===== src/rtl/reset_release_sequencer.sv =====
// Staged reset-release controller.
// Releases STAGES reset domains in order, each after a HOLD-cycle delay and
// only once the previous domain has acknowledged. Released domains are
// supervised: a missing acknowledge (TIMEOUT) or a lost acknowledge
// (dropout) re-applies reset to every domain and restarts from stage 0.
`timescale 1ns/1ps
module reset_release_sequencer #(
    parameter int STAGES  = 4,
    parameter int HOLD    = 8,
    parameter int TIMEOUT = 255
) (
    input  logic              clk,
    input  logic              reset_in,
    output logic [STAGES-1:0] reset_out,
    input  logic [STAGES-1:0] stage_ready,
    output logic              all_ready,
    output logic              timeout_error,
    output logic              dropout_error
);

    localparam int CNT_MAX = (HOLD > TIMEOUT) ? HOLD : TIMEOUT;
    localparam int CNT_W   = $clog2(CNT_MAX + 1);
    localparam int IDX_W   = (STAGES > 1) ? $clog2(STAGES) : 1;

    localparam logic [CNT_W-1:0] HOLD_LAST    = CNT_W'(HOLD - 1);
    localparam logic [CNT_W-1:0] TIMEOUT_LAST = CNT_W'(TIMEOUT - 1);
    localparam logic [IDX_W-1:0] IDX_LAST     = IDX_W'(STAGES - 1);
    localparam logic [STAGES-1:0] ONE_HOT0    = STAGES'(1);

    typedef enum logic [1:0] {
        ST_SYNC = 2'd0,
        ST_HOLD = 2'd1,
        ST_WAIT = 2'd2,
        ST_DONE = 2'd3
    } state_e;

    logic [1:0]        sync_q;
    state_e            state_q,       state_d;
    logic [IDX_W-1:0]  idx_q,         idx_d;
    logic [CNT_W-1:0]  cnt_q,         cnt_d;
    logic [STAGES-1:0] reset_out_q,   reset_out_d;
    logic [STAGES-1:0] acked_q,       acked_d;
    logic              all_ready_q,   all_ready_d;
    logic              timeout_q,     timeout_d;
    logic              dropout_q,     dropout_d;

    logic [STAGES-1:0] cur_mask_s;
    logic              ack_s;
    logic              timeout_s;
    logic              dropout_s;

    // Two-flop reset synchronizer: set asynchronously, cleared one flop per edge.
    always_ff @(posedge clk or posedge reset_in) begin
        if (reset_in) begin
            sync_q <= 2'b11;
        end else begin
            sync_q <= {sync_q[0], 1'b0};
        end
    end

    // Sequencer state and all registered outputs.
    always_ff @(posedge clk or posedge reset_in) begin
        if (reset_in) begin
            state_q     <= ST_SYNC;
            idx_q       <= '0;
            cnt_q       <= '0;
            reset_out_q <= '1;
            acked_q     <= '0;
            all_ready_q <= 1'b0;
            timeout_q   <= 1'b0;
            dropout_q   <= 1'b0;
        end else begin
            state_q     <= state_d;
            idx_q       <= idx_d;
            cnt_q       <= cnt_d;
            reset_out_q <= reset_out_d;
            acked_q     <= acked_d;
            all_ready_q <= all_ready_d;
            timeout_q   <= timeout_d;
            dropout_q   <= dropout_d;
        end
    end

    // Next-state logic: stage progression, supervision and restart.
    always_comb begin
        state_d     = state_q;
        idx_d       = idx_q;
        cnt_d       = cnt_q;
        reset_out_d = reset_out_q;
        acked_d     = acked_q;
        all_ready_d = all_ready_q;
        timeout_d   = timeout_q;
        dropout_d   = dropout_q;

        cur_mask_s  = ONE_HOT0 << idx_q;
        ack_s       = |(stage_ready & cur_mask_s);
        // Only stages that have already acknowledged can drop out.
        dropout_s   = |(acked_q & ~stage_ready);
        timeout_s   = 1'b0;

        case (state_q)
            ST_SYNC: begin
                // Leave on the edge where the synchronizer output falls.
                if (sync_q == 2'b10) begin
                    state_d = ST_HOLD;
                    cnt_d   = '0;
                end else begin
                    state_d = ST_SYNC;
                end
            end
            ST_HOLD: begin
                if (cnt_q == HOLD_LAST) begin
                    reset_out_d = reset_out_q & ~cur_mask_s;
                    state_d     = ST_WAIT;
                    cnt_d       = '0;
                end else begin
                    cnt_d = cnt_q + CNT_W'(1);
                end
            end
            ST_WAIT: begin
                if (ack_s) begin
                    acked_d = acked_q | cur_mask_s;
                    cnt_d   = '0;
                    if (idx_q == IDX_LAST) begin
                        state_d     = ST_DONE;
                        all_ready_d = 1'b1;
                    end else begin
                        idx_d   = idx_q + IDX_W'(1);
                        state_d = ST_HOLD;
                    end
                end else if (cnt_q == TIMEOUT_LAST) begin
                    timeout_s = 1'b1;
                end else begin
                    cnt_d = cnt_q + CNT_W'(1);
                end
            end
            ST_DONE: begin
                state_d = ST_DONE;
            end
            default: begin
                state_d = ST_SYNC;
            end
        endcase

        // A single restart covers timeout, dropout, or both on the same edge.
        if (timeout_s || dropout_s) begin
            state_d     = ST_HOLD;
            idx_d       = '0;
            cnt_d       = '0;
            reset_out_d = '1;
            acked_d     = '0;
            all_ready_d = 1'b0;
            timeout_d   = timeout_q | timeout_s;
            dropout_d   = dropout_q | dropout_s;
        end else begin
            timeout_d   = timeout_q;
            dropout_d   = dropout_q;
        end
    end

    assign reset_out     = reset_out_q;
    assign all_ready     = all_ready_q;
    assign timeout_error = timeout_q;
    assign dropout_error = dropout_q;

endmodule


===== config.mk =====
export PLATFORM = sky130hd
export DESIGN_NAME = reset_release_sequencer
export DESIGN_NICKNAME = d
export VERILOG_FILES = /design/src/rtl/reset_release_sequencer.sv
export SDC_FILE = /design/constraint.sdc
export NUM_CORES = 1
export LEC_CHECK = 0
export ABC_AREA = 1
export CAP_MARGIN = 20
export CORE_AREA = 2 2 54 56
export CTS_BUF_LIST = sky130_fd_sc_hd__clkbuf_4 sky130_fd_sc_hd__clkbuf_8
export DETAILED_ROUTE_END_ITERATION = 10
export DIE_AREA = 0 0 56 58
export GPL_TIMING_DRIVEN = 0
export PLACE_DENSITY = 0.88
export SLEW_MARGIN = 40
export SYNTH_ARGS = -nofsm -noshare
export SYNTH_HDL_FRONTEND = slang
export SYNTH_SLANG_ARGS = --single-unit

===== constraint.sdc =====
create_clock -name clk -period 2.2 [get_ports clk]
set_input_delay 0.44 -clock clk [delete_from_list [all_inputs] [get_ports clk]]
set_output_delay 0.44 -clock clk [all_outputs]
set_load 0.03 [all_outputs]

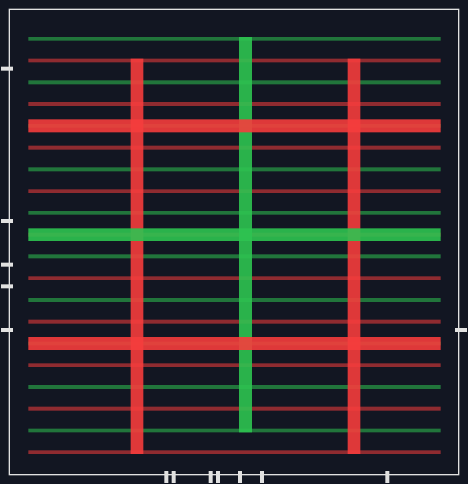
Run 1: floorplan with the power grid
(8 px per micron) Pins as bars on the die edge.
| net | colour |
|---|---|
| VDD | green |
| VSS | red |
signal pins: 13
met5 straps: 3
met1 rails: 20
rows: 19
Die Y: 58 microns
Die W: 56 microns
core area: 0.002663 sq mm
Worst VDD drop: 0.6875 mV

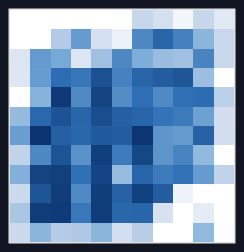
Run 1: cell area per tile
(4 px per micron) 11 x 12 tiles, from white (low) to dark blue (high), 0 to 100% covered.
emptiest ninth of the die: bottom right
tiles over 75% full: 30%
fullest tile: 98%
nearly empty tiles: 14%
densest ninth of the die: middle
FP Util: 56.20%
final core utilization: 63.30%

==> ci_impl_report.md, run 1 <==
## Synthesis and layout report

| Metric | Value |
|---|---|
| Status | finished, final reports clean |
| Setup Skew | 0.007376 ns |
| Synth Area in XOR/XNOR | 2.341% |
| Internal power | 917.7 uW |
| Worst EP required | 1.76 ns |
| Async SR Flop Fraction | 100.0% |
| Pre-antenna DRT Iters | 4 |
| Final period util | 90.39% |
| Die Size | 0.003248 sq mm |
| Fa+ha+maj area frac | 8.361% |
| Detail Route Antenna Nets | 0 |
| Share of total power in the clock network | 13.2% |
| Nets at Floorplan | 213 |
| Pin count of the biggest net entering global routing | 26 |
| Yosys synthesis warning count | 0 |
| WHS Path Cells | 0 |
| Layout cells sized above 1 | 10.80% |
| GP Congestion | 0.8561 |
| Flip-flops with a built-in enable | 0 |
| All-Layer GR Usage | 19.17% |
| Flop area | 633.1 sq um |
| Hold_buf cts | 0 |
| I/O Buffers | 12 |
| Sw Share | 44.63% |
| Commonest non-fill, non-tap cell in the layout | nand2_1 |
| RSZ-0062 raised after global routing | no |
| CP arrival | 1.55 ns |
| Multiplexer area fraction after synthesis | 0% |
| Setup Buffers After CTS | 0 |
| Cells after Synth | 197 |
| Simple-Gate Fraction of Synth Area | 28.18% |
| Reg2Reg Depth | 11 |
| Initial DRC count | 32 |
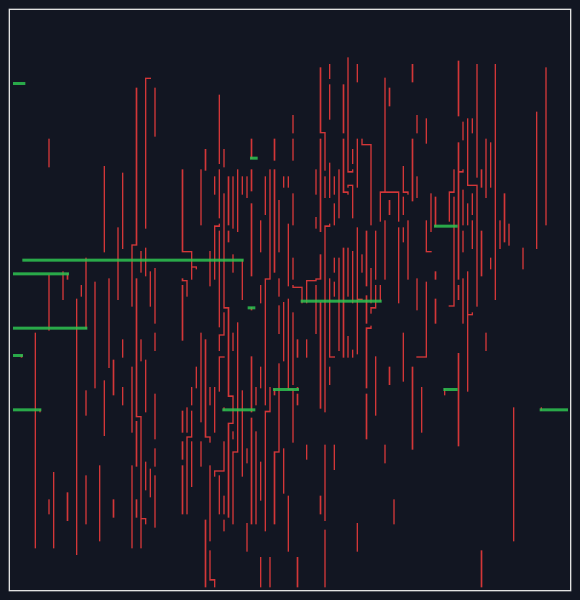
Run 1: wiring by layer
(10 px per micron) Two of the layers only.
| layer | colour | wire length |
|---|---|---|
| met3 | green | 57.7 microns |
| met2 | red | 1,300 microns |
final WL: 2.795 mm
WL/cell: 11.45 microns

run 1: state kept, by name, summed over array words and instances, names as in the netlist:
signal	flops
acked_q	4
dropout_error	1
state_q	2
timeout_error	1
reset_out	4
all_ready	1
sync_q	2
idx_q	2
cnt_q	8
run 1: cell families after synthesis:
| kind of cell | count (synthesis) |
|---|---|
| simple gates | 98 |
| compound gates | 23 |
| buf+inv | 36 |
| other cells | 1 |
| flops | 25 |
| xor+xnor | 4 |
| fa+ha+maj | 10 |
run 1: final cells by class:
class | count | share of cell area, %
Tap cell | 31 | 2.301
Sequential cell | 25 | 37.56
Timing Repair Buffer | 12 | 7.127
Multi-Input combinational cell | 136 | 42.32
Inverter | 34 | 7.572
Clock buffer | 4 | 1.782
Buffer | 2 | 1.336
run 1: path summary, 6_finish.rpt:
path / startpoint / endpoint / slack (ns)
max in group asynchronous: reset_in / reset_out[1] / 1.38
hold reg to reg: sync_q[0] / sync_q[1] / 0.37
min in group asynchronous: reset_in / timeout_error / 0.45
setup / recovery: reset_out[3] / reset_out[3] / 0.21
hold / removal: sync_q[0] / sync_q[1] / 0.37
setup reg to reg: state_q[0] / cnt_q[3] / 0.45
run 1: metrics by stage:
| stage | total power (uW) | cells | hold slack (ns) |
|---|---|---|---|
| floorplan | 1258 | 197 | 0.3540 |
| global placement | 1425 | 240 | 0.3552 |
| detailed placement | 1439 | 240 | 0.3573 |
| CTS | 1667 | 244 | 0.3771 |
| global route | 1809 | 244 | 0.3812 |
| finish | 1657 | 244 | 0.3749 |
run 1: layer usage:
metal | vias up | track usage, % | part of all wire (%)
li1 | 644 | - | -
met1 | 562 | 25.29 | 49
met2 | 15 | 32.27 | 46
met3 | 7 | 2.232 | 2.0
met4 | 0 | 8.163 | 2.1
met5 | - | 0 | 0
run 1: synth_stat cells, drive strengths merged (3+ instances only):
library cell | n | share of area (%)
dfstp | 6 | 11
nand3 | 11 | 3.7
dfrtp | 19 | 32
ha | 10 | 8.4
xor2 | 4 | 2.3
inv | 34 | 8.5
nand2 | 60 | 15
a21oi | 6 | 2.0
nor3 | 3 | 1.0
o21ai | 13 | 4.6
nor2 | 19 | 5.9
run 1: power groups by stage:
stage | registers, uW | clock network, uW | logic [uW]
floorplan | 592 | 0 | 665
global route | 600 | 234 | 975
detailed placement | 596 | 0 | 843
CTS | 587 | 227 | 853
global placement | 594 | 0 | 832
finish | 588 | 219 | 851
--- run 2 (diff from run 1) ---
--- a/config.mk
+++ b/config.mk
@@ -11,6 +11,7 @@
 export CTS_BUF_LIST = sky130_fd_sc_hd__clkbuf_4 sky130_fd_sc_hd__clkbuf_8
 export DETAILED_ROUTE_END_ITERATION = 10
 export DIE_AREA = 0 0 56 58
+export GPL_ROUTABILITY_DRIVEN = 0
 export GPL_TIMING_DRIVEN = 0
 export PLACE_DENSITY = 0.88
 export SLEW_MARGIN = 40
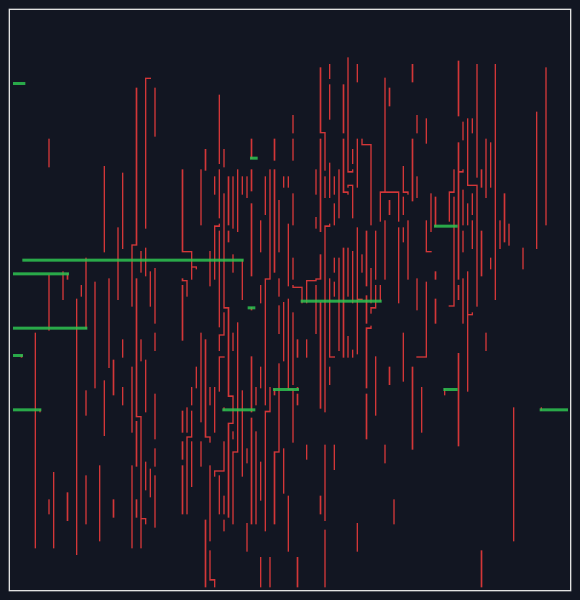
Run 2: wiring by layer
(10 px per micron) Two of the layers only.
| layer | colour | wire length |
|---|---|---|
| met2 | red | 1,300 microns |
| met3 | green | 57.7 microns |
total number of vias: 1,228
All-Layer GR Usage: 19.17%

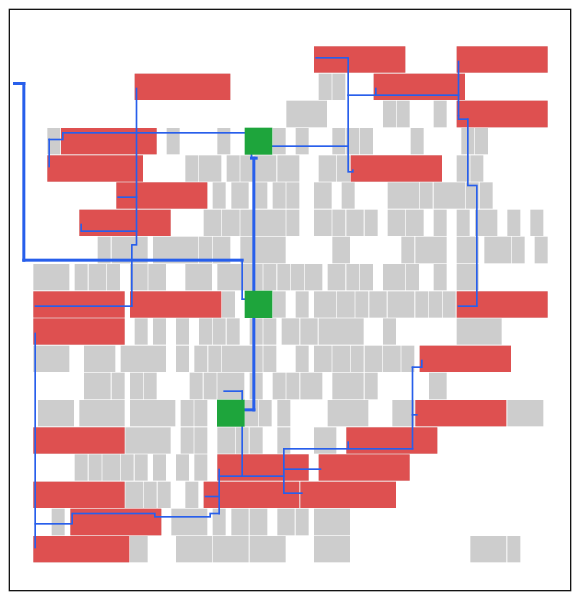
Run 2: clock network drawn from the DEF
(10 px per micron)
[clock wires] blue | length: 303 microns
[flip-flops] red | count: 25
[cells driving clock nets] green | count: 3
flops lie: all over the die
routed clock nets: 4
Clock net power: 219 uW
Clock Latency Late Sink: 0.32 ns
Setup Skew: 0.007376 ns
share of total power in the clock network: 13.2%

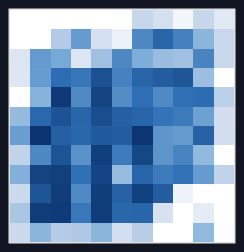
Run 2: cell area per tile
(4 px per micron) 11 x 12 tiles, from white (low) to dark blue (high), 0 to 100% covered.
tiles over 75% full: 30%
emptiest ninth of the die: bottom right
fullest tile: 98%
densest ninth of the die: middle

==> run 2 against run 1 <==
Effect of this change: first-iteration DRC count is the same; total power is the same; die size is the same; register-to-register slack is essentially flat; critical path type unchanged; final area is the same.
==> ci_impl_report.md, run 2 <==
## Synthesis and layout report

| Metric | Value |
|---|---|
| Top cells by area | dfrtp_1 (32%), nand2_1 (15%), dfstp_2 (11%) |
| RSZ-0062 raised after global routing | no |
| Die Size | 0.003248 sq mm (unchanged) |
| Setup Buffers After CTS | 0 (unchanged) |
| Final WL | 2.795 mm (unchanged) |
| Worst VDD drop | 0.6875 mV (unchanged) |
| Detail Route Antenna Nets | 0 (unchanged) |
| Cells after Synth | 197 (unchanged) |
| Yosys synthesis warning count | 0 (unchanged) |
| Async SR Flop Fraction | 100.0% (unchanged) |
| Final period util | 90.39% (unchanged) |
| Commonest non-fill, non-tap cell in the layout | nand2_1 |
| Count leader, synth | nand2_1 |
| Pre-antenna DRT Iters | 4 (unchanged) |
| Status | finished, final reports clean |
| Die Y | 58 microns (unchanged) |
| Worst EP required | 1.76 ns (about the same) |
| Nets at Floorplan | 213 (unchanged) |
| Initial DRC count | 32 (unchanged) |
| Post-synth top area cell | dfrtp_1 |
| Top reg by flops | cnt_q |
| Max FFs per register | 8 (unchanged) |
run 2: cell counts after synthesis:
Identical to the previous run, type by type.
run 2: final cells by class:
class,count,area [sq um]
fillers,230,977.2
multi-input cells,136,713.2
flip-flops and latches,25,633.1
inverters,34,127.6
repair buffers,12,120.1
well taps,31,38.79
clock buffers,4,30.03
plain buffers,2,22.52
run 2: where the power goes:
part / internal, uW / total, uW / switching, uW / leakage, uW
combinational: 301 / 851 / 549 / 0.000506
sequential: 533 / 588 / 54.7 / 0.000311
clock: 83.3 / 219 / 136 / 0.0000184
total: 918 / 1660 / 740 / 0.000835
run 2: per-layer routing:
layer | vias up | GRT usage, % | wire [microns]
li1 | 644 | - | -
met1 | 562 | 25.29 | 1381
met2 | 15 | 32.27 | 1297
met3 | 7 | 2.232 | 57
met4 | 0 | 8.163 | 59
met5 | - | 0 | 0
run 2: cells by family after synthesis:
logic type                 Yosys count  synth area share, %
buffers and inverters               36                10.03
xor gates and xnor gates             4                2.341
adders and majority gates           10                8.361
and+or+nand+nor                     98                28.18
AOI/OAI and AO/OA                   23                8.528
other                                1               0.2506
DFF                                 25                42.31
run 2: per-stage QoR:
stage / hold slack [ns] / setup slack, ns / cells / power [uW] / util [%]
after floorplan: 0.3540 / 0.6363 / 197 / 1258 / -
after global placement: 0.3552 / 0.2789 / 240 / 1425 / 62.17
after detailed placement: 0.3573 / 0.2558 / 240 / 1439 / 62.17
after CTS: 0.3771 / 0.1918 / 244 / 1667 / 63.30
after global routing: 0.3812 / 0.1785 / 244 / 1809 / 63.30
final: 0.3749 / 0.2113 / 244 / 1657 / 63.30
run 2: worst paths after layout:
check                        startpoint             to  slack, ns  cells past startpoint
max                        reset_out[3]   reset_out[3]       0.21                      1
min                           sync_q[0]      sync_q[1]       0.37                      0
max reg2reg                  state_q[0]       cnt_q[3]       0.45                     11
min reg2reg                   sync_q[0]      sync_q[1]       0.37                      0
max in group asynchronous      reset_in   reset_out[1]       1.38                      2
min in group asynchronous      reset_in  timeout_error       0.45                      2
No activity file was given, so power comes from the tool's default toggle rates.
